### Metal 3

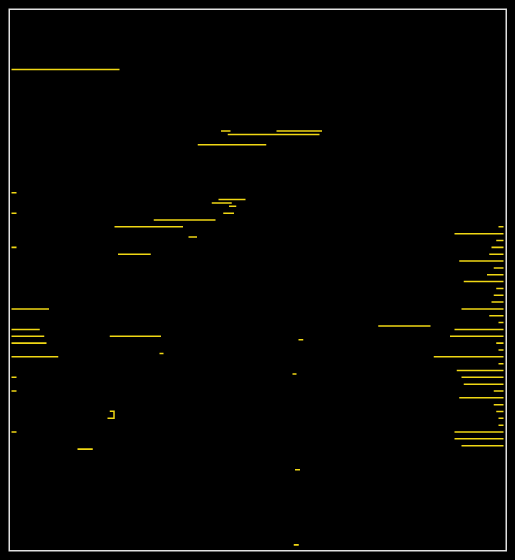
### Met2 routing

Scale bar: 20 um.
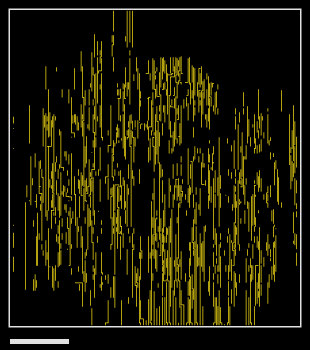
### Congestion heat map

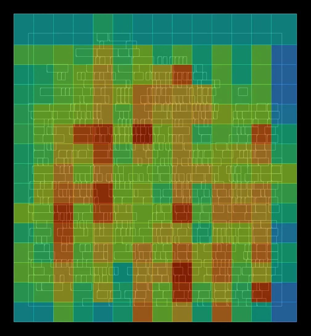
### Gate-type map

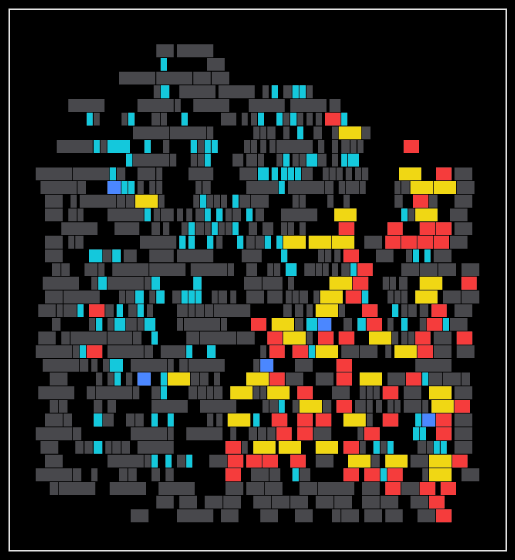
### Sequential cells grouped by signal name

Scale bar: 20 um. Other sequential cells in the stronger gray, the rest of the logic in the fainter gray.
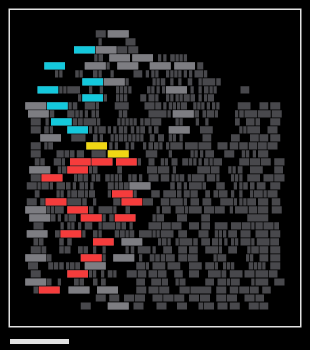
--- src/rtl/vad_pkg.sv ---
// Shared types and helpers for the voice-activity decision path.
package vad_pkg;

  typedef enum logic [1:0] {
    SILENCE  = 2'd0,
    ONSET    = 2'd1,
    SPEECH   = 2'd2,
    HANGOVER = 2'd3
  } vad_state_t;

  localparam logic [7:0]  FLOAT_NAN_EXP     = 8'hFF;
  localparam logic [31:0] DEFAULT_THRESHOLD = 32'h40A00000;

  // Maps a float32 onto an unsigned key whose integer order matches float order.
  function automatic logic [31:0] float_key(input logic [31:0] x);
    return x[31] ? ~x : (x ^ 32'h8000_0000);
  endfunction

endpackage

--- src/rtl/vad_decision_float_gt_cmp.sv ---
// Combinational float32 greater-than; a NaN on input a never compares greater.
module float_gt_cmp
  import vad_pkg::*;
(
  input  logic [31:0] a,
  input  logic [31:0] b,
  output logic        gt
);

  logic a_nan;

  assign a_nan = (a[30:23] == FLOAT_NAN_EXP) && (a[22:0] != 23'd0);
  assign gt    = !a_nan && (float_key(a) > float_key(b));

endmodule

--- src/rtl/vad_decision.sv ---
// Per-frame speech/silence decision with warm-up, onset and hangover smoothing.
module vad_decision
  import vad_pkg::*;
#(
  parameter int unsigned ONSET_FRAMES  = 3,
  parameter int unsigned HANG_FRAMES   = 8,
  parameter int unsigned WARMUP_FRAMES = 4,
  parameter int unsigned IDX_WIDTH     = 16
) (
  input  logic                 clk,
  input  logic                 reset,
  input  logic                 tready_log_energy,
  input  logic [31:0]          log_energy,
  input  logic [31:0]          threshold,
  output logic                 tvalid_vad,
  output logic                 vad_flag,
  output logic                 speech_start,
  output logic                 speech_end,
  output logic [IDX_WIDTH-1:0] frame_idx
);

  localparam logic [7:0] ONSET_N = 8'(ONSET_FRAMES);
  localparam logic [7:0] HANG_N  = 8'(HANG_FRAMES);
  localparam logic [7:0] WARM_N  = 8'(WARMUP_FRAMES);

  vad_state_t           state, state_nxt;
  logic [7:0]           run_cnt, run_nxt;
  logic [7:0]           warm_cnt, warm_nxt;
  logic [IDX_WIDTH-1:0] idx_cnt;
  logic                 above;
  logic                 flag_nxt;

  float_gt_cmp u_cmp (
    .a  (log_energy),
    .b  (threshold),
    .gt (above)
  );

  // Next-state view of the current strobe; only committed when a strobe is present.
  always_comb begin
    state_nxt = state;
    run_nxt   = run_cnt;
    warm_nxt  = warm_cnt;
    if (warm_cnt < WARM_N) begin
      warm_nxt  = warm_cnt + 8'd1;
      state_nxt = SILENCE;
      run_nxt   = 8'd0;
    end else begin
      unique case (state)
        SILENCE: begin
          if (above) begin
            if (ONSET_N == 8'd1) begin
              state_nxt = SPEECH;
              run_nxt   = 8'd0;
            end else begin
              state_nxt = ONSET;
              run_nxt   = 8'd1;
            end
          end
        end
        ONSET: begin
          if (above) begin
            if (run_cnt + 8'd1 == ONSET_N) begin
              state_nxt = SPEECH;
              run_nxt   = 8'd0;
            end else begin
              run_nxt = run_cnt + 8'd1;
            end
          end else begin
            state_nxt = SILENCE;
            run_nxt   = 8'd0;
          end
        end
        SPEECH: begin
          if (!above) begin
            if (HANG_N == 8'd0) begin
              state_nxt = SILENCE;
              run_nxt   = 8'd0;
            end else begin
              state_nxt = HANGOVER;
              run_nxt   = 8'd1;
            end
          end
        end
        HANGOVER: begin
          if (above) begin
            state_nxt = SPEECH;
            run_nxt   = 8'd0;
          end else if (run_cnt == HANG_N) begin
            state_nxt = SILENCE;
            run_nxt   = 8'd0;
          end else begin
            run_nxt = run_cnt + 8'd1;
          end
        end
        default: begin
          state_nxt = SILENCE;
          run_nxt   = 8'd0;
        end
      endcase
    end
    flag_nxt = (state_nxt == SPEECH) || (state_nxt == HANGOVER);
  end

  always_ff @(posedge clk) begin
    if (reset) begin
      state        <= SILENCE;
      run_cnt      <= 8'd0;
      warm_cnt     <= 8'd0;
      idx_cnt      <= '0;
      tvalid_vad   <= 1'b0;
      vad_flag     <= 1'b0;
      speech_start <= 1'b0;
      speech_end   <= 1'b0;
      frame_idx    <= '0;
    end else begin
      tvalid_vad   <= tready_log_energy;
      speech_start <= 1'b0;
      speech_end   <= 1'b0;
      if (tready_log_energy) begin
        state        <= state_nxt;
        run_cnt      <= run_nxt;
        warm_cnt     <= warm_nxt;
        vad_flag     <= flag_nxt;
        speech_start <= flag_nxt & ~vad_flag;
        speech_end   <= ~flag_nxt & vad_flag;
        frame_idx    <= idx_cnt;
        idx_cnt      <= idx_cnt + {{(IDX_WIDTH-1){1'b0}}, 1'b1};
      end
    end
  end

endmodule

--- config.mk ---
export PLATFORM = sky130hd
export DESIGN_NAME = vad_decision
export DESIGN_NICKNAME = d
export VERILOG_FILES = /design/src/rtl/vad_pkg.sv /design/src/rtl/vad_decision_float_gt_cmp.sv /design/src/rtl/vad_decision.sv
export SDC_FILE = /design/constraint.sdc
export NUM_CORES = 1
export LEC_CHECK = 0
export ABC_AREA = 1
export CAP_MARGIN = 20
export CORE_ASPECT_RATIO = 1.1
export CORE_MARGIN = 5
export CORE_UTILIZATION = 45
export CTS_CLUSTER_SIZE = 24
export DETAILED_ROUTE_END_ITERATION = 12
export PLACE_DENSITY_LB_ADDON = 0.3
export SLEW_MARGIN = 10
export SYNTH_ARGS = -nofsm -noshare
export SYNTH_HDL_FRONTEND = slang
export SYNTH_SLANG_ARGS = --single-unit
--- constraint.sdc ---
create_clock -name clk -period 2.6 [get_ports clk]
set_input_delay 0.39 -clock clk [delete_from_list [all_inputs] [get_ports clk]]
set_output_delay 0.39 -clock clk [all_outputs]
set_load 0.02 [all_outputs]
==> impl_metrics.yaml <==
# synthesis and place-and-route metrics
clocking:
  cts_sinks: 54
  path_clk_slew_ns: 0.09
  clk_path_buf_depth: 2
  cts_tree: "yes"
final_layout:
  fill_cells: 817
  antennaDiodeCount: 0
  reg_top3: "frame_idx: 16 flops, idx_cnt: 16 flops"
worst_hold_path:
  worstHoldPathType: "register to register"
sta:
  worst_pin_slew_ns: 0.6555
  period_minus_slack_ns: 2.324
  slew_violations: 0
  hold_viol: 0
  fin_skew_ns: 0.005101
  slew_headroom: 0.5625
critical_path:
  endpoint_kind: "register"
  critPathLaunchType: "primary input"
  cp_max_fo: 8
  crit_top_cell: "nand2_1"
  path_buffers: 1
drt:
  wl_met2_um: 4604
  via_per_inst: 4.887
  drt-wirelength-per-cell_um: 12.41
  dr.pass1.iters: 4
  drc_errors: 0
  first_iter_violations: 158
run_status:
  status: "finished, final reports clean"
power_and_ir_drop:
  netSwitchingFraction: 0.2986
  p_per_area_nw_per_um2: 383.2
  power.switching_uw: 564.7
  power.static_leakage_uw: 0.002019
  pwr-share-clk: 0.228
place:
  routabilityCongestion: 0.8782
  dp_slack_ns: -0.09200
  placed_area_um2: 4843
grt:
  grt_pass1_vias: 3583
  grt_max_degree: 33
  met1_usage: 0.2191
  grt_usage: 0.1797
die:
  rows: 35
  die_y_um: 107.4
synth:
  ys_seq_frac: 0.2786
  top_cells_by_count: "114 x nand2_1, 84 x nor2_1, 54 x dfxtp_1, 42 x a21oi_1, 39 x inv_1"
  yosysCellCount: 553
  netlist_area_um2: 3880
  ys_types: 32
job:
  drv_cap: 0
## Picture notes: 'Metal 3'
longest straight run	21.2 um
share of all routed wire	3.6%
nets with wire on the layer	60
main direction	horizontal
wire length on this layer	329 um

## Picture notes: 'Met2 routing'
main direction	vertical
nets with wire on the layer	583
wire length on this layer	4600 um
wirelength, routed: 9210 um
DR vias: 3626
grt met2 use: 0.3338

## Picture notes: 'Congestion heat map'
met3 Track Usage GR: 0.02333
Most Crowded Layer GR: met2

## Picture notes: 'Gate-type map'
family	color	cells	most used
xor and xnor cells	red	65	xor2_1
non-inverting ao/oa cells	blue	5	o21a_1
fa/ha/maj cells	yellow	37	ha_1
nor cells	cyan	105	nor2_1
fin cells: 742
logic share of the area: 0.5166
most frequent logic cell in the layout: nand2_1

## Picture notes: 'Sequential cells grouped by signal name'
signal	color	placed flops
warm_cnt	cyan	8
idx_cnt	red	16
state	yellow	2

final timing paths:
kind | from | to | slack (ns) | depth (start not counted)
setup / recovery | log_energy[17] | run_cnt[3]$_SDFFE_PP0P_ | 0.28 | 18
hold / removal | warm_cnt[3]$_SDFFE_PP0P_ | warm_cnt[3]$_SDFFE_PP0P_ | 0.44 | 2
setup reg to reg | run_cnt[0]$_SDFFE_PP0P_ | run_cnt[0]$_SDFFE_PP0P_ | 0.59 | 12
hold reg to reg | warm_cnt[3]$_SDFFE_PP0P_ | warm_cnt[3]$_SDFFE_PP0P_ | 0.44 | 2
final cells by class:
cell class              instances  area (um2)  share of cell area
repair buffers                 93       928.4              0.1881
multi-input cells             434        2550              0.5166
inverters                      43       161.4             0.03270
flip-flops and latches         54        1081              0.2190
clock buffers                   7       76.32             0.01546
well taps                     111       138.9             0.02814
power groups by stage:
stage                     sequential [uW]  clock, uW  combinational, uW
after floorplan                       893          0                370
after global placement                887          0                573
after detailed placement              888          0                589
after CTS                             868        447                594
after global routing                  873        490                679
final                                 868        431                592
per-stage QoR:
stage / total power (uW) / utilization / hold WS [ns] / TNS, ns
2_1_floorplan: 1263 / - / 0.4132 / 0
3_3_place_gp: 1460 / 0.5760 / 0.4216 / -0.05823
3_5_place_dp: 1477 / 0.5760 / 0.4247 / -0.6820
4_1_cts: 1909 / 0.5851 / 0.4386 / 0
5_1_grt: 2042 / 0.5871 / 0.4550 / 0
6_report: 1891 / 0.5871 / 0.4396 / 0
kinds of logic (layout without fill, tap and decap cells):
group,count (synthesis),count (layout),synth area share
buf+inv,65,143,0.06837
xor+xnor,65,65,0.1467
compound gates,73,73,0.09965
simple gates,259,259,0.2873
flops,54,54,0.2786
fa+ha+maj,37,37,0.1193
Power and IR drop assume default switching activity.
